### src/rtl/seg7_scan_controller_if.sv
// ============================================================================
// Module  : seg7_scan_controller_if
// Purpose : Shadow-bank write port and commit handshake for the 7-seg scanner.
// Revision: 1.0 - initial release
// ============================================================================
`default_nettype none

interface seg7_scan_controller_if;
    logic       wr_en;
    logic [2:0] wr_addr;
    logic [2:0] wr_data;
    logic       commit;
    logic       commit_pending;

    modport master (
        output wr_en,
        output wr_addr,
        output wr_data,
        output commit,
        input  commit_pending
    );

    modport slave (
        input  wr_en,
        input  wr_addr,
        input  wr_data,
        input  commit,
        output commit_pending
    );
endinterface

`default_nettype wire

### src/rtl/seg7_scan_controller.sv
// ============================================================================
// Module  : seg7_scan_controller
// Purpose : N-digit 7-segment scan controller with tear-free shadow/active
//           code banks; optional anti-ghosting blanking via the
//           SEG7_SCAN_DEADTIME_EN macro.
// Revision: 1.0 - initial release
// ============================================================================
`default_nettype none

module seg7_scan_controller #(
    parameter int NUM_DIGITS  = 4,
    parameter int PRESCALE    = 1000,
    parameter int DEAD_CYCLES = 2
) (
    input  wire logic                  clk,
    input  wire logic                  rst_n,
    input  wire logic                  enable,
    seg7_scan_controller_if.slave      bus,
    output logic [NUM_DIGITS-1:0]      digit_en,
    output logic [2:0]                 code_out,
    output logic                       frame_start
);

    localparam int c_cnt_w = $clog2(PRESCALE);
    localparam int c_idx_w = $clog2(NUM_DIGITS);
    localparam logic [c_cnt_w-1:0] c_cnt_last = c_cnt_w'(PRESCALE - 1);
    localparam logic [c_idx_w-1:0] c_idx_last = c_idx_w'(NUM_DIGITS - 1);

    typedef enum logic [0:0] {
        ST_IDLE = 1'b0,
        ST_SCAN = 1'b1
    } state_t;

    generate
        if ((NUM_DIGITS < 2) || (NUM_DIGITS > 8) || (PRESCALE < 4) ||
            (DEAD_CYCLES < 0) || (DEAD_CYCLES >= PRESCALE)) begin : g_bad_params
            $error("seg7_scan_controller: illegal parameter combination");
        end
    endgenerate

    state_t                  r_state;
    state_t                  w_state_nxt;
    logic [c_cnt_w-1:0]      r_count;
    logic [c_cnt_w-1:0]      w_count_nxt;
    logic [c_idx_w-1:0]      r_idx;
    logic [c_idx_w-1:0]      w_idx_nxt;
    logic [2:0]              r_shadow [NUM_DIGITS];
    logic [2:0]              r_active [NUM_DIGITS];
    logic [2:0]              w_active_nxt [NUM_DIGITS];
    logic                    r_pending;
    logic                    w_pending_nxt;
    logic [NUM_DIGITS-1:0]   w_en_nxt;
    logic [2:0]              w_code_nxt;
    logic                    w_fs_nxt;
    logic                    w_tick;
    logic                    w_boundary;
    logic                    w_apply;
    logic                    w_wr_ok;
    logic                    w_blank;

    assign w_tick     = (r_state == ST_SCAN) && (r_count == c_cnt_last);
    assign w_boundary = w_tick && (r_idx == c_idx_last);
    // A dark display has no frame to tear, so a pending copy goes through at once.
    assign w_apply    = r_pending && (w_boundary || !enable);
    assign w_wr_ok    = bus.wr_en && ({1'b0, bus.wr_addr} < 4'(NUM_DIGITS));

    assign bus.commit_pending = r_pending;

`ifdef SEG7_SCAN_DEADTIME_EN
    localparam logic [c_cnt_w-1:0] c_dead = c_cnt_w'(DEAD_CYCLES);
    assign w_blank = (w_count_nxt < c_dead);
`else
    assign w_blank = 1'b0;
`endif

    always_comb begin
        w_state_nxt   = r_state;
        w_count_nxt   = r_count;
        w_idx_nxt     = r_idx;
        w_fs_nxt      = 1'b0;
        w_active_nxt  = r_active;
        // A commit arriving while already pending (or on the applying edge) is absorbed.
        w_pending_nxt = r_pending ? !w_apply : bus.commit;
        if (w_apply) begin
            w_active_nxt = r_shadow;
        end

        if (!enable) begin
            w_state_nxt = ST_IDLE;
            w_count_nxt = '0;
            w_idx_nxt   = '0;
        end else if (r_state == ST_IDLE) begin
            w_state_nxt = ST_SCAN;
            w_count_nxt = '0;
            w_idx_nxt   = '0;
            w_fs_nxt    = 1'b1;
        end else if (w_tick) begin
            w_count_nxt = '0;
            w_idx_nxt   = (r_idx == c_idx_last) ? '0 : r_idx + 1'b1;
            w_fs_nxt    = (r_idx == c_idx_last);
        end else begin
            w_count_nxt = r_count + 1'b1;
        end

        w_en_nxt   = '0;
        w_code_nxt = 3'd0;
        if (enable) begin
            w_en_nxt[w_idx_nxt] = 1'b1;
            w_code_nxt          = w_active_nxt[w_idx_nxt];
        end
        if (w_blank) begin
            w_en_nxt = '0;
        end
    end

    always_ff @(posedge clk or negedge rst_n) begin
        if (!rst_n) begin
            r_state     <= ST_IDLE;
            r_count     <= '0;
            r_idx       <= '0;
            r_pending   <= 1'b0;
            digit_en    <= '0;
            code_out    <= 3'd0;
            frame_start <= 1'b0;
            for (int i = 0; i < NUM_DIGITS; i++) begin
                r_shadow[i] <= 3'd0;
                r_active[i] <= 3'd0;
            end
        end else begin
            r_state     <= w_state_nxt;
            r_count     <= w_count_nxt;
            r_idx       <= w_idx_nxt;
            r_pending   <= w_pending_nxt;
            digit_en    <= w_en_nxt;
            code_out    <= w_code_nxt;
            frame_start <= w_fs_nxt;
            r_active    <= w_active_nxt;
            // Copy above reads pre-write shadow; a same-edge write lands in shadow only.
            if (w_wr_ok) begin
                r_shadow[bus.wr_addr[c_idx_w-1:0]] <= bus.wr_data;
            end
        end
    end

endmodule

`default_nettype wire
### src/flat_wrapper.sv
// flat-port wrapper written by rule: the top's interface ports become plain ports
module seg7_scan_controller_flat 
#(
    parameter int NUM_DIGITS  = 4,
    parameter int PRESCALE    = 1000,
    parameter int DEAD_CYCLES = 2
)
  (clk, rst_n, enable, digit_en, code_out, frame_start, bus_wr_en, bus_wr_addr, bus_wr_data, bus_commit, bus_commit_pending);
  seg7_scan_controller_if bus_i ();
  input  wire logic clk;
  input  wire logic rst_n;
  input  wire logic enable;
  output logic [NUM_DIGITS-1:0] digit_en;
  output logic [2:0] code_out;
  output logic frame_start;
  input wire logic [$bits(bus_i.wr_en)-1:0] bus_wr_en;
  input wire logic [$bits(bus_i.wr_addr)-1:0] bus_wr_addr;
  input wire logic [$bits(bus_i.wr_data)-1:0] bus_wr_data;
  input wire logic [$bits(bus_i.commit)-1:0] bus_commit;
  output wire logic [$bits(bus_i.commit_pending)-1:0] bus_commit_pending;
  assign bus_i.wr_en = bus_wr_en;
  assign bus_i.wr_addr = bus_wr_addr;
  assign bus_i.wr_data = bus_wr_data;
  assign bus_i.commit = bus_commit;
  assign bus_commit_pending = bus_i.commit_pending;
  seg7_scan_controller #(.NUM_DIGITS(NUM_DIGITS), .PRESCALE(PRESCALE), .DEAD_CYCLES(DEAD_CYCLES)) u_core (.clk(clk), .rst_n(rst_n), .enable(enable), .bus(bus_i), .digit_en(digit_en), .code_out(code_out), .frame_start(frame_start));
endmodule
### config.mk
export PLATFORM = sky130hd
export DESIGN_NAME = seg7_scan_controller_flat
export DESIGN_NICKNAME = d
export VERILOG_FILES = /design/src/rtl/seg7_scan_controller_if.sv /design/src/rtl/seg7_scan_controller.sv /design/src/flat_wrapper.sv
export SDC_FILE = /design/constraint.sdc
export NUM_CORES = 1
export LEC_CHECK = 0
export ABC_CLOCK_PERIOD_IN_PS = 1900
export CORE_ASPECT_RATIO = 0.8
export CORE_UTILIZATION = 40
export DETAILED_ROUTE_END_ITERATION = 7
export PLACE_DENSITY = 0.62
export SLEW_MARGIN = 10
export SYNTH_ARGS = -nofsm -noshare
export SYNTH_HDL_FRONTEND = slang
export SYNTH_SLANG_ARGS = --single-unit
### constraint.sdc
create_clock -name clk -period 1.9 [get_ports clk]
set_clock_uncertainty 0.15 [all_clocks]
set_input_delay 0.285 -clock clk [delete_from_list [all_inputs] [get_ports clk]]
set_output_delay 0.285 -clock clk [all_outputs]
set_load 0.005 [all_outputs]
Figure 1. Clock nets (run 1).
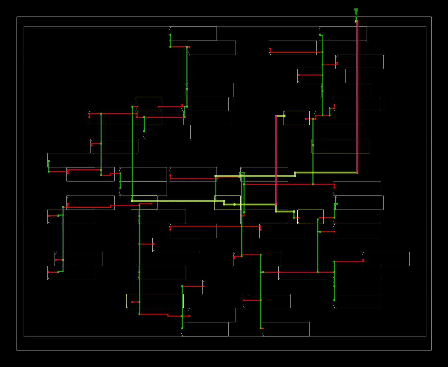
Num CTS Buffers: 5
clock latency on the worst-skew pair: 0.29 ns
clock group power: 878 uW
flip-flops: 46
CTS sink count: 46

Figure 2. PDN straps and rails (run 1).
Pins as bars on the die edge.
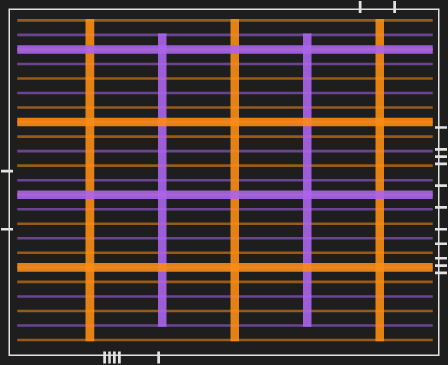
legend:
  VSS:
    color: orange
  VDD:
    color: purple
signal pins: 20
met5 straps: 4
met4 straps: 5
Die W: 80.1 um
Core ar.: 4650 um^2
Die Ht: 64.5 um
largest vdd supply drop: 0.000483 V

==> impl_metrics.tcl, run 1 <==
# metrics dict for downstream scripts
set metrics [dict create \
    maxCapViolations 0 \
    pre_cts_ws_ns -0.262 \
    synth_area_per_cell_um2 13.9 \
    grt_max_degree 47 \
    synth_nets 154 \
    antenna_found_initial 0 \
    routedWlPerCell_um 15.2 \
    cts_root_buf "clkbuf_8" \
    total_power_uw 2620 \
    cp-end-kind "register" \
    vias 1264 \
    hpwl_mm 2.73 \
    hold_path.class "register to register" \
    drt_iter0_markers 55 \
    warnings 29 \
    syn2layout_area_growth_pct 38.4 \
    p_leak_uw 0.00125 \
    grt_pass1_wl_mm 6.27 \
    status "finished with violations" \
    start_kind "register" \
    yosys-top-cells-count "dfrtp_1, nor2_1, mux2_2, mux2_4, mux2i_1" \
    fin_cells 260 \
    syn_area_um2 1950 \
    path_clk_slew_ns 0.09 \
    drc_errors 0 \
    track_usage_pct 16.4 \
    async_flop_share_pct 100 \
    drive_gt1_share_pct 42.5 \
    failed_checks "setup timing" \
    cp.arrival_ns 2.21 \
    overflow 0 \
    antennaDiodeCount 0 \
    worstMarginPinSlew_ns 0.556 \
    htreeDepth 2 \
    ys_warn_count 0 \
    crit_fanout 4 \
    netlist.top_cell.by_area "dfrtp_1" \
    met2_length_mm 1.89 \
    viasPerCell 4.86 \
    setup_viol 9 \
    initial_utilization_pct 42.0 \
    ff_type "dfrtp_1" \
    synthTopCellsByArea "dfrtp_1, mux2_2, mux2_4" \
    ys_ff 46 \
    boundaryPins 20 \
    rsz0062_at_grt "yes" \
    place_area_um2 2400 \
    top_cell_area_share_pct 58.9 \
    final_area_um2 2700 \
    maxSlewViolCount 0 \
    slew_headroom_pct 62.9 \
    yosysMostFrequentCell "dfrtp_1" \
    syn_inst 141 \
    die-area_um2 5170 \
    yosys_area_um2 1950 \
    dr_wl_met3_um 152 \
    powerDensity_nw_per_um2 969 \
    crit_required_ns 1.92 \
    grt_pass1_vias 1323 \
    ctsLongestPathBuffers 2 \
    finalHoldViolCount 0 \
    final_net_count 212 \
    setup-tns-final_ns -1.14 \
    fin_crit_ns 2.18 \
    period_used_pct 115 \
    gp_congestion 0.792 \
    met1_length_mm 1.83 \
    critPathKind "register to register" \
    top_layer_used "met4" \
    edf_count 0 \
    fmax_mhz 458 \
    ys_cells 141 \
    worst_slack_ns -0.282 \
    postSynthSeqShare_pct 58.9 \
    r2r_setup_slack_ns -0.28 \
    first_pass_iters 4 \
    placedCellCount 243 \
    ant_nets 0 \
    yosysUniqueCellTypes 29 \
    port_buffers 19 \
    rows 22 \
    cts_tree "done" \
]
Figure 3. M1 wires (run 1).
Supply wires on this layer in gray.
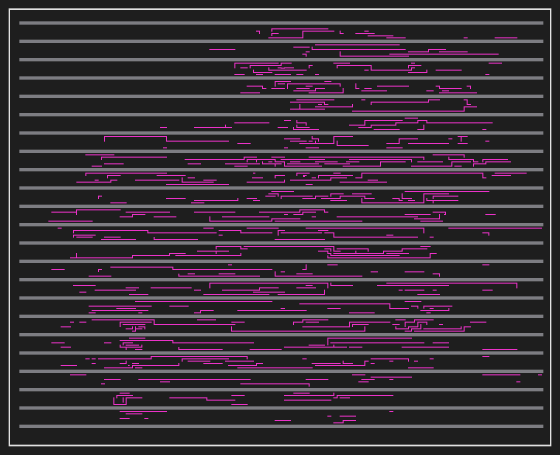
share of all routed wire: 46%
wire length on this layer: 1830 um
nets with wire on the layer: 190
GR Layer Usage met1: 22.0%
Post-Route WL: 3.95 mm

## run 1: registers in the layout, summed over array words and instances (netlist names)
signal	flops
u_core.r_active	12
u_core.r_shadow	12
u_core.code_out	3
u_core.bus.commit_pending	1
u_core.frame_start	1
u_core.r_state	1
u_core.digit_en	4
u_core.r_count	10
u_core.r_idx	2
## run 1: power by group
| part | internal (uW) | switching, uW | total [uW] |
|---|---|---|---|
| Clock | 561 | 317 | 878 |
| Sequential | 1160 | 82.7 | 1250 |
| Combinational | 315 | 177 | 493 |
## run 1: cell usage in the layout, fill, tap and decap left out, drive strengths merged, types with 3 or more instances in the layout
master / synthesis / final
mux2i: 8 / 8
dfrtp: 46 / 46
o32ai: 3 / 3
inv: 3 / 3
nand3: 5 / 5
mux2: 24 / 24
buf: 2 / 34
xor2: 4 / 4
clkbuf: 1 / 7
xnor2: 4 / 4
clkdlybuf4s50: 0 / 18
nand2: 4 / 4
nor2: 16 / 16
## run 1: path summary, 6_finish.rpt
path	startpoint	end	cells past startpoint
hold reg to reg	u_core.r_active[11]	u_core.r_active[11]	1
min in group asynchronous	rst_n	u_core.r_count[5]	3
setup / recovery	u_core.r_count[1]	u_core.code_out[0]	9
setup reg to reg	u_core.r_count[1]	u_core.code_out[0]	9
hold / removal	u_core.r_active[11]	u_core.r_active[11]	1
max in group asynchronous	rst_n	u_core.r_shadow[7]	3
## run 1: layout make-up
class	instances	area [um^2]
Tap cell	60	75.1
Timing Repair Buffer	54	495
Clock inverter	2	60.1
Fill cell	357	1950
Inverter	3	11.3
Clock buffer	6	82.6
Sequential cell	46	1150
Multi-Input combinational cell	89	827
## run 1: metal layers
metal | global-route usage, % | vias up
met2 | 25.2 | 32
met3 | 3.66 | 8
met1 | 22.0 | 615
met5 | 0 | -
met4 | 7.81 | 0
li1 | - | 609
## run 1: cells by family (layout without fill, tap and decap cells)
group / after synthesis / after routing / synth area share [%]
flip-flops: 46 / 46 / 58.9
AND/OR/NAND/NOR: 40 / 40 / 11.7
multiplexers: 32 / 32 / 19.9
XOR/XNOR: 8 / 8 / 3.59
AND-OR/OR-AND: 7 / 7 / 3.08
buffers and inverters: 6 / 65 / 1.60
adder cells (fa/ha/maj): 2 / 2 / 1.28
## run 1: critical path: stages (launching register included)
cell	delay, ns
dfrtp_1	0.36
ha_2	0.19
inv_2	0.05
nor4_4	0.23
buf_4	0.18
mux2i_2	0.21
or2_1	0.20
buf_6	0.15
mux2i_2	0.23
o32ai_2	0.11
## run 1: through the flow
stage	utilization, %	hold slack, ns
2_1_floorplan	-	-0.161
3_3_place_gp	51.7	0.232
3_5_place_dp	51.7	0.247
4_1_cts	55.8	0.351
5_1_grt	58.1	0.360
6_report	58.1	0.351
## run 1: timing repair
action / in CTS / in global routing
buffers inserted: 4 / 4
setup endpoints to repair: 7 / 21
hold buffers: 1 / 0
cloned: 0 / 1
gates resized: 3 / 14
pin swaps: 1 / 8
endpoints found under the hold margin: 46 / 0
Figure 4. Sequential cells grouped by signal name (run 1).
Other sequential cells in the stronger gray, the rest of the logic in the fainter gray.
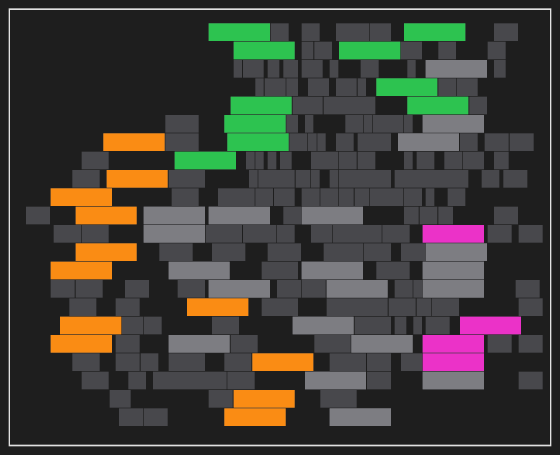

--- run 2 (diff from run 1) ---
--- a/config.mk
+++ b/config.mk
@@ -5,12 +5,13 @@
 export SDC_FILE = /design/constraint.sdc
 export NUM_CORES = 1
 export LEC_CHECK = 0
-export ABC_CLOCK_PERIOD_IN_PS = 1900
+export ABC_CLOCK_PERIOD_IN_PS = 2300
 export CORE_ASPECT_RATIO = 0.8
 export CORE_UTILIZATION = 40
 export DETAILED_ROUTE_END_ITERATION = 7
-export PLACE_DENSITY = 0.62
+export PLACE_DENSITY = 0.6
 export SLEW_MARGIN = 10
 export SYNTH_ARGS = -nofsm -noshare
 export SYNTH_HDL_FRONTEND = slang
 export SYNTH_SLANG_ARGS = --single-unit
+export TNS_END_PERCENT = 20
==> constraint.sdc (replaced) <==
create_clock -name clk -period 2.3 [get_ports clk]
set_clock_uncertainty 0.15 [all_clocks]
set_input_delay 0.345 -clock clk [delete_from_list [all_inputs] [get_ports clk]]
set_output_delay 0.345 -clock clk [all_outputs]
set_load 0.005 [all_outputs]
Figure 5. Sequential cells grouped by signal name (run 2).
Other sequential cells in the stronger gray, the rest of the logic in the fainter gray.
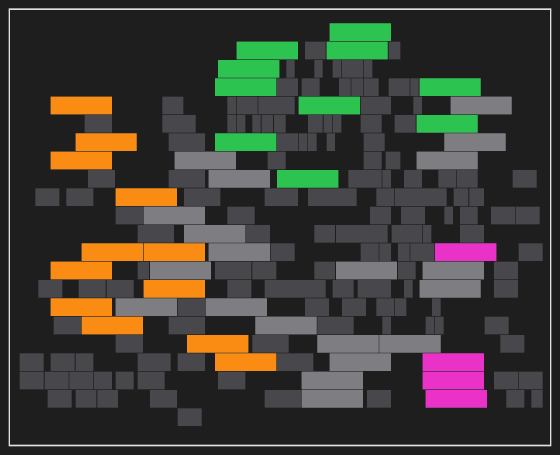
legend:
  `u_core.digit_en`:
    color: magenta
    placed_flops: 4
    where: lower right
  `u_core.r_count`:
    color: green
    placed_flops: 10
  `u_core.r_shadow`:
    color: orange
    placed_flops: 12
not colored: 20
fraction of area in registers: 47.1%
Seq. cell area: 1150 um^2

Figure 6. Clock nets (run 2).
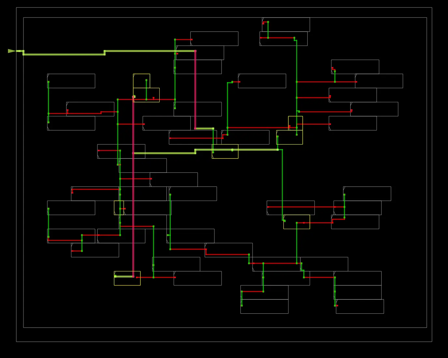
clock group power: 486 uW
clock latency on the worst-skew pair: 0.30 ns
clock buffer count: 5

==> run 2 against run 1 <==
  * Critical path depth unchanged
  * Sequential power decreased by 18%
  * Worst hold slack improved by 0.0045 ns
  * Combinational power decreased by 22%
  * Count of clock-buffer cells in the layout decreased by 1
  * Final cell count decreased by 7.7%
  * Die area unchanged
  * The flow now finishes without violations
  * Utilization decreased by 5.6 points
  * Global-route usage decreased by 0.57 points
==> impl_metrics.tcl, run 2 <==
# metrics dict for downstream scripts
set metrics [dict create \
    pre_cts_ws_ns 0.0177 \
    warnings 26 \
    layout_top_cell "dfrtp_1" \
    max_stage_delay_ns 0.39 \
    fmax_mhz 452 \
    syn_inst 141 \
    wl_mm 3.49 \
    ys_cells 141 \
    ctsLongestPathBuffers 2 \
    drive_gt1_share_pct 30.0 \
    cp_num_buf_inv 3 \
    final_area_um2 2440 \
    antenna_found_initial 0 \
    routedWlPerCell_um 14.6 \
    overflow 0 \
    netlist.top_cell.by_area "dfrtp_1" \
    maxCapViolations 0 \
    yosysUniqueCellTypes 29 \
    slew_headroom_pct 63.0 \
    die_h_um 64.5 \
    crit_family "multiplexers" \
    drt_iter0_markers 57 \
    die-area_um2 5170 \
    maxSlewViolCount 0 \
    slowest_stage "dfrtp_1" \
    hold_path.class "register to register" \
    top_cell_area_share_pct 58.9 \
    fin_crit_ns 2.21 \
    status "finished, final reports clean" \
    final_net_count 192 \
    cts_root_buf "clkbuf_8" \
    first_pass_iters 4 \
    yosysMostFrequentCell "dfrtp_1" \
    boundaryPins 20 \
    initial_utilization_pct 42.0 \
    syn_area_um2 1950 \
    edf_count 0 \
    grt_pass1_vias 1238 \
    viasPerCell 4.89 \
    place_area_um2 2300 \
    clkSinkCount 46 \
    worstMarginPinSlew_ns 0.555 \
    rsz0062_at_grt "no" \
    antennaDiodeCount 0 \
    placedCellCount 229 \
    async_flop_share_pct 100 \
    path_clk_slew_ns 0.09 \
    cp.arrival_ns 2.23 \
    synth_area_per_cell_um2 13.9 \
    grt_max_degree 47 \
    grt_pass1_wl_mm 6.04 \
    yosys_area_um2 1950 \
    port_buffers 19 \
    hpwl_mm 2.46 \
    track_usage_pct 15.8 \
    ff_type "dfrtp_1" \
    die_w_um 80.1 \
    postSynthSeqShare_pct 58.9 \
    crit_fanout 6 \
    gp_congestion 0.798 \
    cp-end-kind "register" \
    total_power_uw 1900 \
    vias 1173 \
    worst_slack_ns 0.0854 \
    htreeDepth 2 \
    finalHoldViolCount 0 \
    powerDensity_nw_per_um2 778 \
    start_kind "register" \
    critPathKind "register to register" \
    synthTopCellsByArea "dfrtp_1, mux2_2, mux2_4" \
    cts_tree "done" \
    ant_nets 0 \
    drc_errors 0 \
    synth_nets 154 \
    setup_viol 0 \
    yosys-top-cells-count "dfrtp_1, nor2_1, mux2_2, mux2_4, mux2i_1" \
    vdd_drop_max_v 0.000347 \
    coreArea_um2 4650 \
    cts_buffers 5 \
    top_regs "u_core.r_active x12, u_core.r_shadow x12, u_core.r_count x10" \
    crit_required_ns 2.32 \
    period_used_pct 96.3 \
    p_leak_uw 0.00113 \
    path_cells "ha_2 -> inv_1 -> nor4_4 -> buf_4 -> a31oi_4 -> clkbuf_16 -> mux2_2 -> mux2i_1 -> o32ai_1" \
    fin_cells 240 \
    lay_top_cells "dfrtp_1, clkdlybuf4s50_1, nor2_1, mux2_2, buf_4" \
    rows 22 \
    ys_ff 46 \
    setup-tns-final_ns 0 \
    syn2layout_area_growth_pct 25.0 \
    ys_warn_count 0 \
]
Figure 7. Selected gate families (run 2).
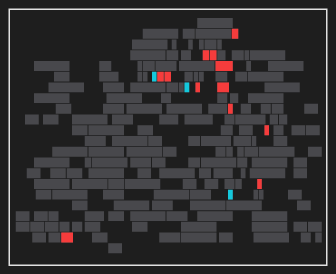
legend:
  NAND gates:
    color: red
    cells: 12
  inverters:
    color: cyan
    cells: 3

[run 2: cell counts after synthesis]
Identical to the previous run, type by type.
[run 2: cell type report]
| cell class | instances | area, um^2 |
|---|---|---|
| fill | 390 | 2210 |
| sequential | 46 | 1150 |
| multi-input combinational | 89 | 785 |
| timing repair buffer | 34 | 330 |
| tap | 60 | 75.1 |
| clock buffer | 5 | 68.8 |
| clock inverter | 3 | 21.3 |
| inverter | 3 | 11.3 |
[run 2: cells by family (layout without fill, tap and decap cells)]
logic type	count (synthesis)	count (layout)	synth area share, %
flops	46	46	58.9
simple gates	40	40	11.7
mux	32	32	19.9
xor+xnor	8	8	3.59
compound gates	7	7	3.08
buf+inv	6	45	1.60
fa+ha+maj	2	2	1.28
[run 2: final timing paths]
kind,from,end,slack [ns],cells after the start
max,u_core.r_count[0],u_core.code_out[0],0.09,9
min,u_core.r_active[1],u_core.r_active[1],0.36,1
max reg2reg,u_core.r_count[0],u_core.code_out[0],0.09,9
min reg2reg,u_core.r_active[1],u_core.r_active[1],0.36,1
max in group asynchronous,rst_n,u_core.r_count[4],1.12,3
min in group asynchronous,rst_n,u_core.digit_en[0],0.50,3
[run 2: routing by layer]
layer	track usage, %	routed length, um	vias up
li1	-	-	572
met1	21.1	1730	568
met2	23.8	1550	26
met3	4.23	138	7
met4	7.81	67	0
met5	0	0	-
[run 2: metrics by stage]
stage | utilization [%] | hold WS [ns]
2_1_floorplan | - | -0.101
3_3_place_gp | 49.4 | 0.297
3_5_place_dp | 49.4 | 0.311
4_1_cts | 51.6 | 0.356
5_1_grt | 52.5 | 0.369
6_report | 52.5 | 0.355
[run 2: where the power goes]
part           internal, uW  switching [uW]  leakage, uW  total [uW]
Combinational           245             139     0.000499         384
Clock                   213             272    0.0000441         486
Sequential              961            68.4     0.000585        1030
Total                  1420             480      0.00113        1900
[run 2: repair_timing]
| item | in CTS | in global routing |
|---|---|---|
| resized | 1 | 2 |
| hold endpoints to repair | 46 | 0 |
| hold buffers | 1 | 0 |
| buffers inserted | 0 | 1 |
| setup endpoints to repair | 2 | 3 |
| cloned | 0 | 1 |
| pin swaps | 0 | 2 |
--- run 3 (diff from run 2) ---
==> constraint.sdc (replaced) <==
create_clock -name clk -period 2.3 [get_ports clk]
set_clock_uncertainty 0.15 [all_clocks]
set_input_delay 0.345 -clock clk [delete_from_list [all_inputs] [get_ports clk]]
set_output_delay 0.345 -clock clk [all_outputs]
set_load 0.02 [all_outputs]
Figure 8. PDN straps and rails (run 3).
Pins as bars on the die edge.
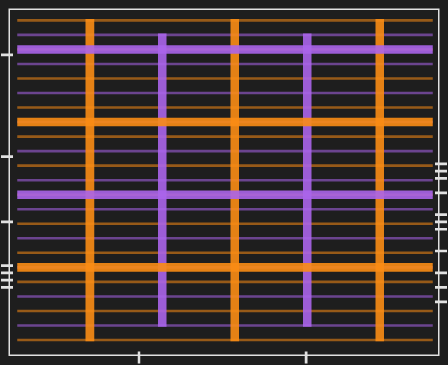
legend:
  VDD:
    color: purple
  VSS:
    color: orange
met1 rails: 23
met5 straps: 4
rows: 22
signal pins: 20

Figure 9. Sequential cells grouped by signal name (run 3).
Other sequential cells in the stronger gray, the rest of the logic in the fainter gray.
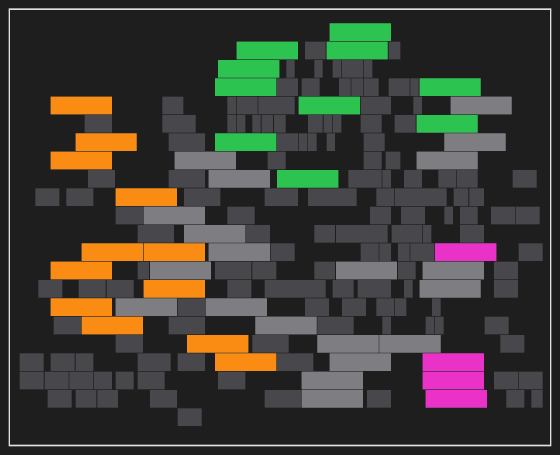
legend:
  `u_core.digit_en`:
    color: magenta
    placed_flops: 4
    where: lower right
  `u_core.r_shadow`:
    color: orange
    placed_flops: 12
  `u_core.r_count`:
    color: green
    placed_flops: 10

Figure 10. M1 wires (run 3).
Supply wires on this layer in gray.
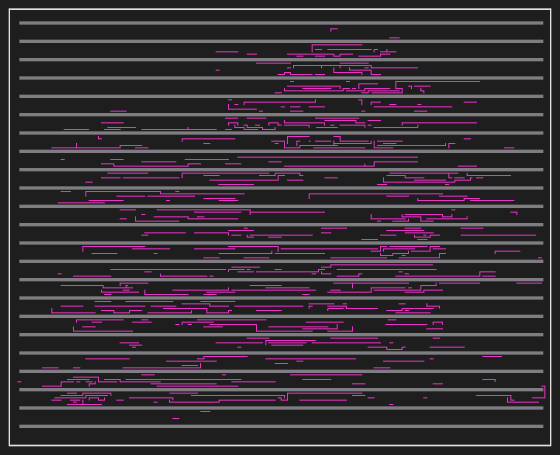
longest straight run: 26.7 um
wire length on this layer: 1730 um
nets with wire on the layer: 167
main direction: horizontal
GR Layer Usage met1: 21.1%
Post-Route WL: 3.49 mm
detailed-route via count: 1173

==> run 3 against run 2 <==
  * Total power grew 1.1%
  * Register-to-register slack about the same
  * Utilization did not move
  * Highest routed layer unchanged
==> impl_metrics.tcl, run 3 <==
# metrics dict for downstream scripts
set metrics [dict create \
    warnings 26 \
    syn_inst 141 \
    drive_gt1_share_pct 30.0 \
    r2r_start "u_core.r_count[0]" \
    period_used_pct 96.3 \
    grt_max_degree 47 \
    start_kind "register" \
    p_leak_uw 0.00113 \
    overflow 0 \
    coreArea_um2 4650 \
    slew_headroom_pct 63.0 \
    final_area_um2 2440 \
    seq_area_um2 1150 \
    critPathKind "register to register" \
    htreeDepth 2 \
    switchingPower_uw 499 \
    swShare_pct 26.0 \
    p_clk_share_pct 25.3 \
    yosysUniqueCellTypes 29 \
    yosys_area_um2 1950 \
    maxCapViolations 0 \
    rows 22 \
    drc_errors 0 \
    hold_path.class "register to register" \
    drt_iter0_markers 57 \
    antennaDiodeCount 0 \
    fin_crit_ns 2.21 \
    ant_nets 0 \
    top_cell_area_share_pct 58.9 \
    crit_required_ns 2.32 \
    worst_slack_ns 0.0854 \
    hp-start "u_core.r_active[1]" \
    die-area_um2 5170 \
    ctsLongestPathBuffers 2 \
    comb_power_share_pct 21.1 \
    logic_area_um2 785 \
    synthTopCellsByArea "dfrtp_1, mux2_2, mux2_4" \
    routedWlPerCell_um 14.6 \
    ys_warn_count 0 \
    cts_root_buf "clkbuf_8" \
    vdd_drop_max_v 0.000348 \
    die_h_um 64.5 \
    worstMarginPinSlew_ns 0.555 \
    synth_area_per_cell_um2 13.9 \
    hpwl_mm 2.46 \
    first_pass_iters 4 \
    ys_cells 141 \
    port_buffers 19 \
    postSynthSeqShare_pct 58.9 \
    maxSlewViolCount 0 \
    fill_cells 390 \
    cp-end-kind "register" \
    rsz0062_at_grt "no" \
    yosys-top-cells-count "dfrtp_1, nor2_1, mux2_2, mux2_4, mux2i_1" \
    p_seq_share_pct 53.6 \
    ff_type "dfrtp_1" \
    final_net_count 192 \
    lay_top_cells "dfrtp_1, clkdlybuf4s50_1, nor2_1, mux2_2, buf_4" \
    edf_count 0 \
    place_area_um2 2300 \
    yosysMostFrequentCell "dfrtp_1" \
    track_usage_pct 15.8 \
    crit_fanout 6 \
    status "finished, final reports clean" \
    worstHoldPathCells 1 \
    grt_pass1_wl_mm 6.04 \
    die_w_um 80.1 \
    clock_latency_ns 0.30 \
    initial_utilization_pct 42.0 \
    grt_pass1_vias 1238 \
    powerDensity_nw_per_um2 786 \
    startpoint "u_core.r_count[0]" \
    path_clk_slew_ns 0.09 \
    viasPerCell 4.89 \
    layout_top_cell "dfrtp_1" \
    fmax_mhz 452 \
    syn2layout_area_growth_pct 25.0 \
    clkSinkCount 46 \
    setup-tns-final_ns 0 \
    cp.arrival_ns 2.23 \
    finalHoldViolCount 0 \
    syn_area_um2 1950 \
    antenna_found_initial 0 \
    netlist.top_cell.by_area "dfrtp_1" \
    worstRegToRegCells 9 \
    synth_nets 154 \
    intPower_uw 1420 \
    top_regs "u_core.r_active x12, u_core.r_shadow x12, u_core.r_count x10" \
    cts_tree "done" \
    ys_ff 46 \
    async_flop_share_pct 100 \
    setup_viol 0 \
    final_util_pct 52.5 \
    cts_buffers 5 \
    gp_congestion 0.798 \
    boundaryPins 20 \
    pre_cts_ws_ns 0.0177 \
]
-- run 3: kinds of logic (layout without fill, tap and decap cells) --
group                    Yosys count  in the layout  synth area share (%)
AND-OR/OR-AND                      7              7                  3.08
XOR/XNOR                           8              8                  3.59
adder cells (fa/ha/maj)            2              2                  1.28
buffers and inverters              6             45                  1.60
flip-flops                        46             46                  58.9
multiplexers                      32             32                  19.9
AND/OR/NAND/NOR                   40             40                  11.7
-- run 3: cell type report --
type                       instances  area share, %
clock buffer                       5           2.82
clock inverter                     3          0.871
inverter                           3          0.461
multi-input combinational         89           32.1
sequential                        46           47.1
tap                               60           3.07
timing repair buffer              34           13.5
-- run 3: metal layers --
layer	part of all wire, %	vias to the layer above	routed length (um)	global-route usage [%]
met1	50	568	1730	21.1
li1	-	572	-	-
met3	4.0	7	138	4.23
met5	0	-	0	0
met2	44	26	1550	23.8
met4	1.9	0	67	7.81
-- run 3: final timing paths --
kind,to,slack (ns)
min in group asynchronous,u_core.digit_en[0],0.50
min,u_core.r_active[1],0.36
min reg2reg,u_core.r_active[1],0.36
max in group asynchronous,u_core.r_count[4],1.12
max reg2reg,u_core.code_out[0],0.09
max,u_core.code_out[0],0.09
-- run 3: power by group through the flow --
stage | clock, uW | sequential [uW] | combinational, uW
global route | 540 | 1050 | 441
detailed placement | 0 | 1040 | 398
CTS | 500 | 1030 | 400
floorplan | 0 | 1040 | 250
finish | 486 | 1030 | 404
global placement | 0 | 1040 | 383
-- run 3: repair_timing --
action,4_1_cts,5_1_grt
pin swaps,0,2
hold endpoints to repair,46,0
gates resized,1,2
setup buffers,0,1
setup endpoints to repair,2,3
gates cloned,0,1
hold buffers,1,0
-- run 3: through the flow --
stage               hold WS [ns]  power, uW  instances
finish                     0.355       1920        240
global route               0.369       2030        240
CTS                        0.356       1930        238
detailed placement         0.311       1440        229
global placement           0.297       1420        229
floorplan                 -0.101       1290        141
-- run 3: worst max-delay path, cell delays in order (launching register included) --
cell and delay (ns):
dfrtp_1 0.39, ha_2 0.20, inv_1 0.12, nor4_4 0.06, buf_4 0.16, a31oi_4 0.21, clkbuf_16 0.20, mux2_2 0.35
mux2i_1 0.15, o32ai_1 0.09
Power figures rest on the tool's default switching activity, not on a simulated workload.
